Design inference_sequencer_flat, sky130hd; sources not shown.
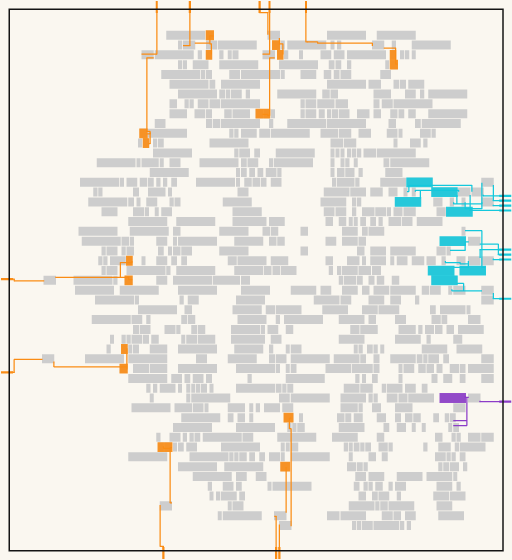
Fig. 1. Port wiring (run 1).
Key: `bus_result_count_o` = cyan [bits 8, direction output, end cells 8, buffers 8, wire 158 um]; `bus_spike_i` = orange [bits 10, direction input, end cells 18, buffers 10, wire 320 um]; `bus_busy_o` = purple [bits 1, direction output, end cells 1, buffers 1, wire 22.3 um]
PortBufs: 28
I/O pins: 29

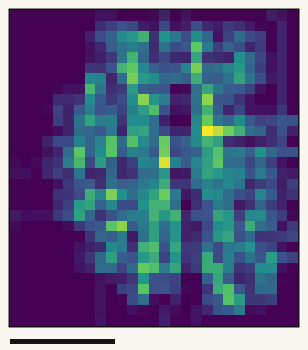
Fig. 2. Wiring heat map (run 1).
Scale bar: 50 um. 27 x 30 tiles, from dark purple (low) to yellow (high), scaled to the fullest tile. Values are wire area over tile area, all layers added.
The emptiest ninth of the die: lower left. The densest ninth of the die: center. 12% of the tiles are over half the peak. The mean over all tiles is 0.12. The fullest tile reaches 0.54.
Routed WL: 14,900 um
GRT Overall Usage: 0.153
vias: 4,934

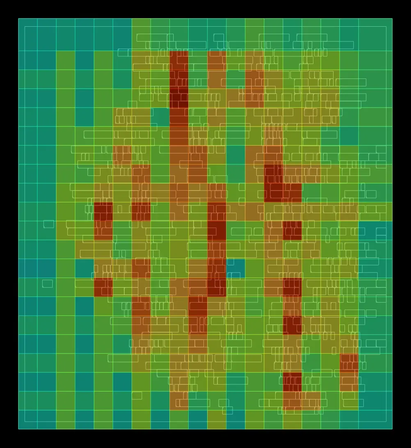
Fig. 3. Routing congestion map (run 1).
wire length per cell: 15.7 um
gr busiest metal: met2
met2 usage in global routing: 0.249
met3 GRT Util: 0.0383
met1 Track Usage GR: 0.191

==> impl_metrics.tcl, run 1 <==
# yosys + openroad results
set metrics [dict create \
    status "finished clean" \
    grt_max_degree 19 \
    end_kind "register" \
    startpoint_type "register" \
    edf_count 80 \
    synthesis.area_mm2 0.00676 \
    setup_viol 0 \
    comb_share 0.424 \
    finalHoldViolations 0 \
    h-tree-depth 4 \
    postCtsHoldBufs 0 \
    finalWeightedCongestion 0.889 \
    whs_path_depth 2 \
    top_area_cell "edfxtp_1" \
    power_density_mw_per_mm2 649 \
    finalPower_mw 4.98 \
    holdCritPathClass "register to register" \
    diodes 0 \
    fp_util 0.355 \
    antenna_found_initial 0 \
    tapCellCount 247 \
    rsz0062_at_grt "no" \
    drt_iter0_drc 407 \
    cts_tree "done" \
    nNetsFinal 728 \
    gr-total-overflow 0 \
    yosysChipArea_mm2 0.00676 \
    combGateArea_mm2 0.00325 \
    fill_cells 1824 \
    fin_cells 948 \
    synthCells 654 \
    detail_route.first_pass.iterations 6 \
    ys_seq_share 0.482 \
    design.seq.count 123 \
    dieArea_mm2 0.0205 \
    dp_hpwl_um 11100 \
    postRouteAntennaNets 0 \
    warnings 30 \
    maxSlewHeadroom 0.301 \
]
==> run 1: worst max-delay path, cell delays in order, from the launching register on <==
cell and delay [ns]:
dfxtp_1 0.32, buf_4 0.25, mux4_2 0.53, o22ai_1 0.21, nor2_1 0.12, ha_1 0.31
nor2b_1 0.17, o211ai_2 0.09, a21oi_1 0.21, o22a_2 0.24, buf_4 0.19, mux2i_1 0.23
a211oi_1 0.09
==> run 1: synth_stat cells, types with 4 or more instances <==
cell type / count
a211oi_1: 10
a21oi_1: 11
a22o_1: 7
and3_1: 17
buf_2: 8
clkbuf_1: 9
dfxtp_1: 43
edfxtp_1: 80
ha_1: 25
inv_1: 27
mux2i_1: 17
mux4_2: 14
nand2_1: 46
nand2b_1: 5
nand3_1: 59
nand4_1: 16
nor2_1: 120
nor3_1: 7
o21ai_0: 6
o21ai_1: 4
o22ai_1: 6
o22ai_2: 4
xnor2_1: 20
xor2_1: 45
==> run 1: power breakdown <==
part / internal, mW / switching (mW)
sequential: 1.95 / 0.336
clock: 0.707 / 0.601
combinational: 0.559 / 0.823
==> run 1: cells by family (layout without fill, tap and decap cells) <==
| kind of cell | Yosys count | after routing | share of synthesized area |
|---|---|---|---|
| buffers and inverters | 51 | 98 | 0.0385 |
| AND-OR/OR-AND | 69 | 69 | 0.0757 |
| multiplexers | 33 | 33 | 0.0795 |
| AND/OR/NAND/NOR | 288 | 288 | 0.193 |
| XOR/XNOR | 65 | 65 | 0.0842 |
| adder cells (fa/ha/maj) | 25 | 25 | 0.0462 |
| flip-flops | 123 | 123 | 0.482 |
==> run 1: routing by layer <==
metal,track usage,vias up,part of all wire,wire length [um]
li1,-,2411,-,-
met1,0.191,2385,0.45,6710
met2,0.249,110,0.48,7220
met3,0.0383,28,0.037,547
met4,0.0708,0,0.030,444
met5,0,-,0,0
Fig. 4: run 1, cell sizes after repair
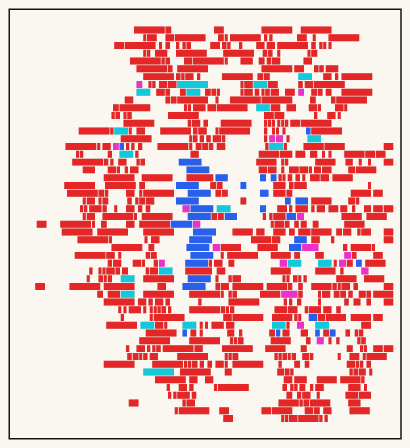

==> run 2, diff against run 1 <==
CORE_MARGIN = not set   (was 2)
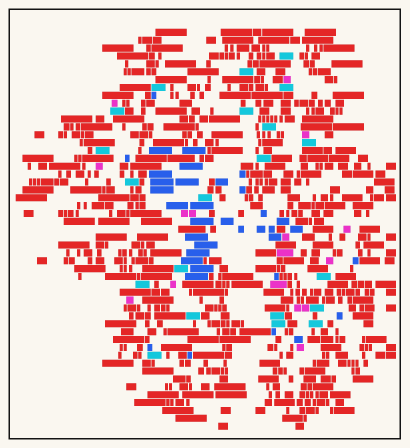
Fig. 5. Cell sizes after repair (run 2).
Key: _0 and _1 cells = red [cells 627, share 90%]; _6 and larger = cyan [cells 21, share 3.0%]; _2 cells = blue [cells 36, share 5.1%]; _3 and _4 cells = magenta [cells 16, share 2.3%]
Final WS setup: 0.368 ns
Plain + repair buffers: 38
Final Instance Area: 0.00762 mm^2
Area Overhead vs Synth: 12.7%

==> run 2 against run 1 <==
Non-clock buffer count shrank 1. Clock-buffer cell count grew 4. Register-to-register slack gained 0.11 ns. Flip-flop count is the same.
==> impl_metrics.tcl, run 2 <==
# yosys + openroad results
set metrics [dict create \
    top_area_cell "edfxtp_1" \
    power_density_mw_per_mm2 639 \
    synthesis.area_mm2 0.00676 \
    combGateArea_mm2 0.00325 \
    synth_top_cell_by_count "nor2_1" \
    h-tree-depth 4 \
    detail_route.first_pass.iterations 5 \
    grt_pass1_vias 4817 \
    synthTopCellsByCount "120 x nor2_1, 80 x edfxtp_1, 59 x nand3_1, 46 x nand2_1, 45 x xor2_1" \
    tns_ns 0 \
    crit_fanout 9 \
    power.leakage_nw 2.73 \
    drt_iter0_drc 398 \
    place_area_mm2 0.00726 \
    edf_count 80 \
    status "finished clean" \
    diodes 0 \
    synth_cell_types 53 \
    rsz0062_at_grt "no" \
    cts_tree "done" \
    cp.arrival_ns 3.29 \
    grt_max_degree 19 \
    fp_util 0.362 \
    lay_top_count "nor2_1" \
    whs_path_depth 2 \
    syn_avg_cell_area_um2 10.3 \
    clock_path_buffers 2 \
    ios 29 \
    die_h_um 148 \
    path_clk_slew_ns 0.07 \
    root_buffer "clkbuf_8" \
    clock_latency_ns 0.44 \
    yosysCellCount 654 \
    placed_cells 911 \
    maxSlewHeadroom 0.261 \
    end_kind "register" \
    ys_warn_count 0 \
    antenna_found_initial 0 \
    dp_hpwl_um 11000 \
    coreArea_mm2 0.0187 \
    drive_gt1_frac 0.104 \
    fill_cells 1806 \
    rrSetupSlack_ns 0.37 \
    largest_register_ffs 80 \
    fmax_mhz 338 \
    setup_viol 0 \
    final_cell_mix "120 x nor2_1, 80 x edfxtp_1, 59 x nand3_1" \
    post-cts-setup-buffers 0 \
    yosysChipArea_mm2 0.00676 \
    cts_sinks 123 \
    reg2reg_depth 11 \
    required_ns 3.66 \
    rows 52 \
    gr-total-overflow 0 \
    warnings 30 \
    wl_per_cell_um 15.8 \
    drv_cap 0 \
    synthCells 654 \
    drc 0 \
    dieArea_mm2 0.0199 \
    skew_ns 0.0101 \
    routed_wl_um 14900 \
    numCtsBuffers 17 \
    worstMarginPinSlew_ns 1.11 \
    regArea_mm2 0.00327 \
    nNetsFinal 727 \
    postRouteAntennaNets 0 \
    io_buffer_count 28 \
    synth-async-reset-ratio 0 \
    fin_cells 943 \
    vias 4917 \
    postCtsHoldBufs 0 \
    synth-main-ff-cell "edfxtp_1" \
    die_w_um 135 \
    startpoint_type "register" \
    area_leaders "edfxtp_1 36%, dfxtp_1 13%, nor2_1 6.7%" \
    finalHoldViolations 0 \
    grt_pass1_wl_um 24700 \
    ys_seq_share 0.482 \
    hold_slack_ns 0.457 \
    criticalPathCategory "register to register" \
    preCtsSetupSlack_ns 0.105 \
    finalPower_mw 4.87 \
    holdCritPathClass "register to register" \
    maxSlewViolCount 0 \
    finalWeightedCongestion 0.890 \
    viasPerCell 5.21 \
    min_period_ns 2.96 \
    top_area_frac 0.355 \
]
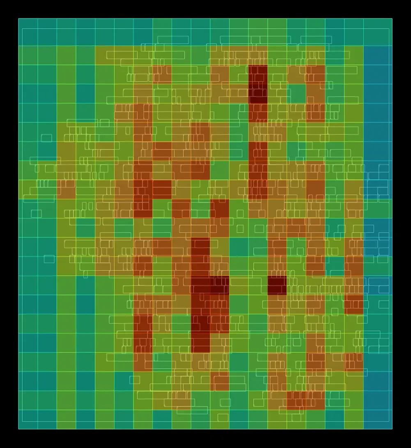
Fig. 6. Routing congestion map (run 2).
met3 GRT Util: 0.0394
fin util: 0.408
GRT Overall Usage: 0.161

[run 2: cell counts after synthesis]
Identical to the previous run, type by type.
[run 2: where the power goes]
part	internal [mW]	switching (mW)	leakage [nW]
clock	0.611	0.587	0.197
sequential	1.95	0.343	1.22
combinational	0.558	0.822	1.31
total	3.12	1.75	2.73
[run 2: timing repair]
action / 4_1_cts / 5_1_grt
endpoints found under the setup margin: 0 / 13
gates resized: 0 / 3
endpoints found under the hold margin: 0 / 0
[run 2: logic make-up (layout without fill, tap and decap cells)]
| kind of cell | count (synthesis) | count (layout) | share of synthesized area |
|---|---|---|---|
| buf+inv | 51 | 97 | 0.0385 |
| mux | 33 | 33 | 0.0795 |
| flops | 123 | 123 | 0.482 |
| xor+xnor | 65 | 65 | 0.0842 |
| fa+ha+maj | 25 | 25 | 0.0462 |
| compound gates | 69 | 69 | 0.0757 |
| simple gates | 288 | 288 | 0.193 |
[run 2: critical path: stages, from the launching register on]
cell	delay, ns
dfxtp_2	0.49
mux4_2	0.56
o22ai_1	0.22
nor2_1	0.11
ha_1	0.30
nor2b_1	0.16
o211ai_2	0.09
a21oi_1	0.21
o22a_1	0.19
buf_4	0.20
mux2i_1	0.23
a211oi_1	0.09
[run 2: layer usage]
layer | GRT usage | vias to the layer above | wire length, um
met5 | 0 | - | 0
met4 | 0.0764 | 0 | 437
met3 | 0.0394 | 25 | 593
met2 | 0.255 | 114 | 7000
met1 | 0.206 | 2358 | 6900
li1 | - | 2420 | -
[run 2: cell type report]
type / count / share of cell area
well taps: 243 / 0.0399
inverters: 27 / 0.0133
clock inverters: 8 / 0.00558
clock buffers: 24 / 0.0409
flip-flops and latches: 123 / 0.428
repair buffers: 38 / 0.0461
multi-input cells: 480 / 0.426
Power and IR drop assume default switching activity.
